**Cell sizes after repair**

Bar = 20 um.
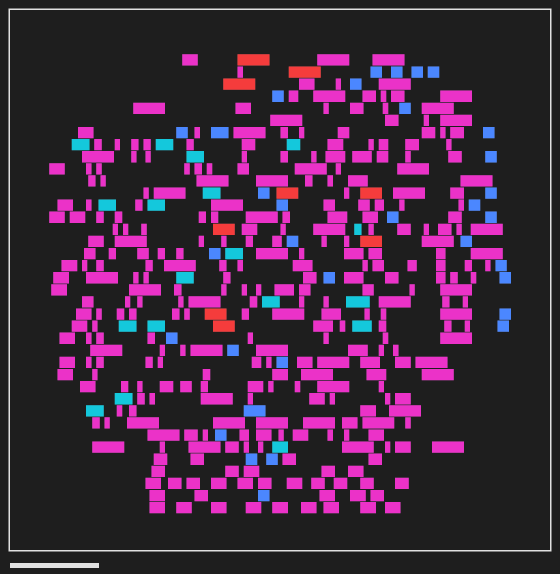
**Signal wires on met1**

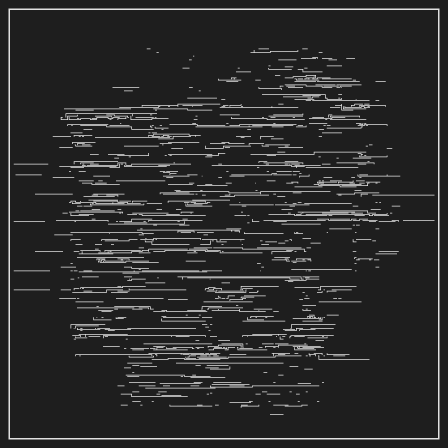
**M2 wires**

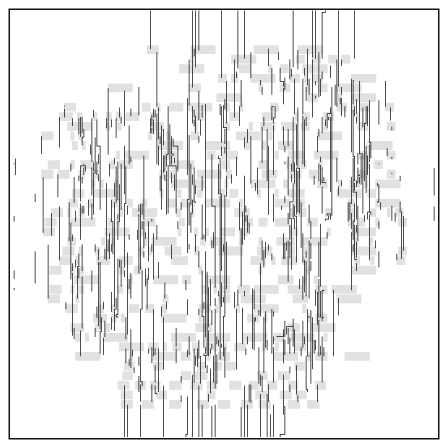
**Signal wires by layer**

Two of the layers only.
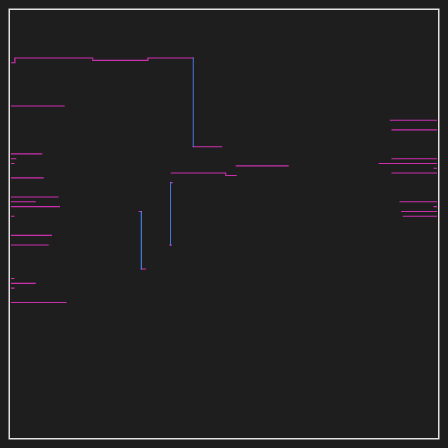
**Clock routing**

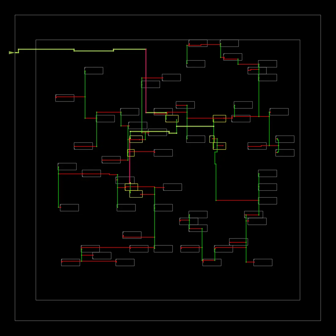
## src/rtl/cla_serial_add_ctrl_pkg.sv

```systemverilog
// Shared types and constants for the nibble-serial CLA add/sub controller.
package cla_serial_add_ctrl_pkg;

  // Width of one lookahead slice; the datapath advances this many bits per cycle.
  localparam int unsigned NIB_W = 4;

  typedef enum logic [1:0] {
    IDLE = 2'd0,
    RUN  = 2'd1,
    DONE = 2'd2
  } state_e;

  // Operand width must split evenly into whole slices and hold at least one.
  function automatic bit width_ok(input int unsigned w);
    return (w >= NIB_W) && ((w % NIB_W) == 0);
  endfunction

endpackage

```

## src/rtl/cla_serial_add_ctrl_if.sv

```systemverilog
// Request/response bus of the serial add/sub controller.
interface cla_serial_add_ctrl_if #(
  parameter int unsigned WIDTH = 16
);
  logic             in_valid;
  logic             in_ready;
  logic             sub;
  logic [WIDTH-1:0] a;
  logic [WIDTH-1:0] b;
  logic             out_valid;
  logic             out_ready;
  logic [WIDTH:0]   sum;
  logic             busy;

  // Requester/consumer side.
  modport master (
    output in_valid, sub, a, b, out_ready,
    input  in_ready, out_valid, sum, busy
  );

  // Controller side.
  modport slave (
    input  in_valid, sub, a, b, out_ready,
    output in_ready, out_valid, sum, busy
  );
endinterface

```

## src/rtl/cla_serial_add_ctrl_cla4_slice.sv

```systemverilog
// Combinational 4-bit carry-lookahead adder slice with group generate/propagate.
module cla4_slice (
  input  logic [3:0] a,
  input  logic [3:0] b,
  input  logic       cin,
  output logic [3:0] s,
  output logic       cout,
  output logic       gm,
  output logic       pm
);
  logic [3:0] g;
  logic [3:0] p;
  logic [4:0] c;

  // Lookahead carries from per-bit generate/propagate; p = a|b is valid for carry only.
  always_comb begin
    g    = a & b;
    p    = a | b;
    c[0] = cin;
    c[1] = g[0] | (p[0] & cin);
    c[2] = g[1] | (p[1] & g[0]) | (p[1] & p[0] & cin);
    c[3] = g[2] | (p[2] & g[1]) | (p[2] & p[1] & g[0]) | (p[2] & p[1] & p[0] & cin);
    c[4] = g[3] | (p[3] & g[2]) | (p[3] & p[2] & g[1]) | (p[3] & p[2] & p[1] & g[0])
         | (p[3] & p[2] & p[1] & p[0] & cin);
    s    = a ^ b ^ c[3:0];
    cout = c[4];
    gm   = g[3] | (p[3] & g[2]) | (p[3] & p[2] & g[1]) | (p[3] & p[2] & p[1] & g[0]);
    pm   = &p;
  end
endmodule

```

## src/rtl/cla_serial_add_ctrl.sv

```systemverilog
// Nibble-serial add/subtract sequencer around a single 4-bit CLA slice.
module cla_serial_add_ctrl
  import cla_serial_add_ctrl_pkg::*;
#(
  parameter int unsigned WIDTH = 16
) (
  input  logic                 clk,
  input  logic                 rst,
  cla_serial_add_ctrl_if.slave bus
);
  localparam int unsigned NIB = WIDTH / NIB_W;
  localparam int unsigned CW  = (NIB > 1) ? $clog2(NIB) : 1;

  if (!width_ok(WIDTH)) begin : g_width_err
    $error("cla_serial_add_ctrl: WIDTH must be a multiple of 4 and >= 4");
  end

  state_e           state_q, state_d;
  logic [WIDTH-1:0] opa_q, opa_d;
  logic [WIDTH-1:0] opb_q, opb_d;
  logic             carry_q, carry_d;
  logic [CW-1:0]    cnt_q, cnt_d;
  logic [WIDTH:0]   sum_q, sum_d;

  logic [3:0]       slice_s;
  logic             slice_cout;
  logic             slice_gm;
  logic             slice_pm;
  logic             unused_slice_group;

  cla4_slice u_slice (
    .a    (opa_q[3:0]),
    .b    (opb_q[3:0]),
    .cin  (carry_q),
    .s    (slice_s),
    .cout (slice_cout),
    .gm   (slice_gm),
    .pm   (slice_pm)
  );

  // Group outputs are reserved for a future multi-slice arrangement.
  assign unused_slice_group = &{1'b0, slice_gm, slice_pm};

  // Next-state: load operands on accept, process one nibble per RUN cycle, hold in DONE.
  always_comb begin
    state_d = state_q;
    opa_d   = opa_q;
    opb_d   = opb_q;
    carry_d = carry_q;
    cnt_d   = cnt_q;
    sum_d   = sum_q;
    case (state_q)
      IDLE: begin
        if (bus.in_valid) begin
          opa_d   = bus.a;
          opb_d   = bus.sub ? ~bus.b : bus.b;
          carry_d = bus.sub;
          cnt_d   = '0;
          state_d = RUN;
        end
      end
      RUN: begin
        sum_d[NIB_W*int'(cnt_q) +: NIB_W] = slice_s;
        carry_d = slice_cout;
        opa_d   = opa_q >> NIB_W;
        opb_d   = opb_q >> NIB_W;
        cnt_d   = cnt_q + 1'b1;
        if (cnt_q == CW'(NIB - 1)) begin
          sum_d[WIDTH] = slice_cout;
          state_d      = DONE;
        end
      end
      DONE: begin
        if (bus.out_ready) state_d = IDLE;
      end
      default: state_d = IDLE;
    endcase
  end

  // State registers; reset clears control, carry and the result.
  always_ff @(posedge clk) begin
    if (rst) begin
      state_q <= IDLE;
      opa_q   <= '0;
      opb_q   <= '0;
      carry_q <= 1'b0;
      cnt_q   <= '0;
      sum_q   <= '0;
    end else begin
      state_q <= state_d;
      opa_q   <= opa_d;
      opb_q   <= opb_d;
      carry_q <= carry_d;
      cnt_q   <= cnt_d;
      sum_q   <= sum_d;
    end
  end

  assign bus.in_ready  = (state_q == IDLE);
  assign bus.out_valid = (state_q == DONE);
  assign bus.busy      = (state_q != IDLE);
  assign bus.sum       = sum_q;

endmodule
```

## src/flat_wrapper.sv

```systemverilog
// flat-port wrapper written by rule: the top's interface ports become plain ports
module cla_serial_add_ctrl_flat import cla_serial_add_ctrl_pkg::*;
#(
  parameter int unsigned WIDTH = 16
)
  (clk, rst, bus_in_valid, bus_sub, bus_a, bus_b, bus_out_ready, bus_in_ready, bus_out_valid, bus_sum, bus_busy);
  cla_serial_add_ctrl_if #(.WIDTH(WIDTH)) bus_i ();
  input  logic clk;
  input  logic rst;
  input wire logic [$bits(bus_i.in_valid)-1:0] bus_in_valid;
  input wire logic [$bits(bus_i.sub)-1:0] bus_sub;
  input wire logic [$bits(bus_i.a)-1:0] bus_a;
  input wire logic [$bits(bus_i.b)-1:0] bus_b;
  input wire logic [$bits(bus_i.out_ready)-1:0] bus_out_ready;
  output wire logic [$bits(bus_i.in_ready)-1:0] bus_in_ready;
  output wire logic [$bits(bus_i.out_valid)-1:0] bus_out_valid;
  output wire logic [$bits(bus_i.sum)-1:0] bus_sum;
  output wire logic [$bits(bus_i.busy)-1:0] bus_busy;
  assign bus_i.in_valid = bus_in_valid;
  assign bus_i.sub = bus_sub;
  assign bus_i.a = bus_a;
  assign bus_i.b = bus_b;
  assign bus_i.out_ready = bus_out_ready;
  assign bus_in_ready = bus_i.in_ready;
  assign bus_out_valid = bus_i.out_valid;
  assign bus_sum = bus_i.sum;
  assign bus_busy = bus_i.busy;
  cla_serial_add_ctrl #(.WIDTH(WIDTH)) u_core (.clk(clk), .rst(rst), .bus(bus_i));
endmodule
```

## config.mk

```make
export PLATFORM = sky130hd
export DESIGN_NAME = cla_serial_add_ctrl_flat
export DESIGN_NICKNAME = d
export VERILOG_FILES = /design/src/rtl/cla_serial_add_ctrl_pkg.sv /design/src/rtl/cla_serial_add_ctrl_if.sv /design/src/rtl/cla_serial_add_ctrl_cla4_slice.sv /design/src/rtl/cla_serial_add_ctrl.sv /design/src/flat_wrapper.sv
export SDC_FILE = /design/constraint.sdc
export NUM_CORES = 1
export LEC_CHECK = 0
export CAP_MARGIN = 0
export CELL_PAD_IN_SITES_DETAIL_PLACEMENT = 1
export CELL_PAD_IN_SITES_GLOBAL_PLACEMENT = 2
export CORE_MARGIN = 8
export CORE_UTILIZATION = 25
export CTS_CLUSTER_SIZE = 25
export DETAILED_ROUTE_END_ITERATION = 8
export PLACE_DENSITY = 0.65
export SLEW_MARGIN = 20
export SYNTH_ARGS = -nofsm -noshare
export SYNTH_HDL_FRONTEND = slang
export SYNTH_HIERARCHICAL = 1
export SYNTH_SLANG_ARGS = --single-unit
```

## constraint.sdc

```tcl
create_clock -name clk -period 2.4 [get_ports clk]
set_clock_uncertainty 0.15 [all_clocks]
set_input_delay 0.48 -clock clk [delete_from_list [all_inputs] [get_ports clk]]
set_output_delay 0.48 -clock clk [all_outputs]
set_load 0.1 [all_outputs]
```

==> impl_metrics.env <==
# physical design summary
export IMPL_layout_cells_most_common="nor2_1"
export IMPL_rsz0062_at_grt="no"
export IMPL_netlist_instances=323
export IMPL_p_int_uw=1380
export IMPL_crit_fanout=17
export IMPL_nNetsFinal=426
export IMPL_worst_slack_ns=0.261
export IMPL_vias=2492
export IMPL_clk_share_pct=2.65
export IMPL_fin_total_pwr_uw=2000
export IMPL_pwr_share_comb_pct=22.7
export IMPL_grtUsageMet1_pct=14.6
export IMPL_grt_pass1_vias=2727
export IMPL_flop_area_mm2=0.00108
export IMPL_die_w_um=121
export IMPL_period_needed_ns=2.14
export IMPL_reg2reg_to="u_core/bus.sum[15]"
export IMPL_crit_end="bus_out_valid"
export IMPL_hold_ws_ns=0.313
export IMPL_highest_layer="met4"
export IMPL_htreeDepth=2
export IMPL_rr_worst_depth=7
export IMPL_dp_final_hpwl_um=6230
export IMPL_syn_nets=374
export IMPL_final_cell_mix="nor2_1 (60), dfxtp_1 (54), a21oi_1 (38)"
export IMPL_gp_congestion=0.721
export IMPL_met2_usage_pct=20.0
export IMPL_drtIter0Drc=115
export IMPL_comb_cell_share_pct=41.3
export IMPL_clk_transition_reported_paths_ns=0.10
export IMPL_dpl_cell_count=508
export IMPL_syn_avg_cell_area_um2=8.60
export IMPL_worstPathRequired_ns=1.77
export IMPL_power_density_mw_per_mm2=557
export IMPL_postPlaceCellArea_mm2=0.00349
export IMPL_port_buffers=56
export IMPL_max_vdd_ir_drop_uv=238
export IMPL_final_core_util_pct=33.1
export IMPL_clock_path_buffers=2
export IMPL_ant_nets=0
export IMPL_setup_viol=0
export IMPL_power_frac_seq_pct=49.5
export IMPL_drv_slew=0
export IMPL_cts_num_sinks=54
export IMPL_initial_utilization_pct=25.6
export IMPL_buffer_area_share_pct=18.0
export IMPL_seq_share_pct=30.1
export IMPL_worstPathArrival_ns=1.51
export IMPL_logic_gate_count=216
export IMPL_startpoint="u_core/state_q[1]"
export IMPL_hold_start="u_core/bus.sum[1]"
export IMPL_grt_met3_usage_pct=2.93
export IMPL_grt_overflow=0
export IMPL_min_path_cells=2
export IMPL_yosys_warnings=6
export IMPL_track_usage_pct=11.7
export IMPL_switchingPower_uw=622
export IMPL_crit_type="reg -> out"
export IMPL_nNonClkInverters=29
export IMPL_die_area_mm2=0.0147
export IMPL_viasPerCell=4.83
export IMPL_fmax_mhz=468
export IMPL_outcome="completed"
export IMPL_area_growth_synth_to_final_pct=29.2
export IMPL_p_sw_share_pct=31.1
export IMPL_coreArea_mm2=0.0108
export IMPL_min_to="u_core/bus.sum[1]"
export IMPL_route_detailed_drc=0
export IMPL_post_cts_buffers=0
export IMPL_post_route_period_util_pct=89.1
export IMPL_n_tap_cell=140
export IMPL_root_buffer="clkbuf_8"
export IMPL_antenna_found_initial=0
export IMPL_wirelength_um=8470
export IMPL_m1WireLength_um=4060
export IMPL_final_setup_tns_ns=0
## Picture notes: 'cell sizes after repair'
legend:
  magenta:
    size: drive 1 or less
    cells: 316
  blue:
    size: drive 3 to 4
    cells: 33
  cyan:
    size: drive 2
    cells: 18
  red:
    size: drive 6 and up
    cells: 9

## Picture notes: 'signal wires on met1'
wire length on this layer: 4060 um
longest straight run: 36.3 um
main direction: horizontal
share of all routed wire: 48%

## Picture notes: 'M2 wires'
main direction: vertical
wire length on this layer: 4040 um
longest straight run: 46.2 um

## Picture notes: 'signal wires by layer'
legend:
  blue:
    layer: met4
    wire_length: 59.2 um
  magenta:
    layer: met3
    wire_length: 310 um

## Picture notes: 'clock routing'
clkbuf count: 6
flip-flops: 54
clk latency late pin: 0.31 ns
Clk. pwr: 555 uW
CTS buffer count: 5

-- power groups by stage --
stage          Sequential, uW  Clock, uW  Combinational, uW
6_report                  990        555                454
5_1_grt                   999        615                502
4_1_cts                   991        583                461
3_5_place_dp             1010          0                460
3_3_place_gp             1010          0                451
2_1_floorplan            1030          0                259
-- sequential cells by signal, indices dropped and copies added, names as in the netlist --
name / count
u_core/bus.sum: 17
u_core/opb_q: 16
u_core/carry_q: 1
u_core/cnt_q: 2
u_core/opa_q: 16
u_core/state_q: 2
-- critical path, stage by stage (launching register included) --
cell	delay, ns
dfxtp_1	0.46
buf_4	0.29
nor2b_2	0.25
buf_12	0.20
Power figures rest on the tool's default switching activity, not on a simulated workload.
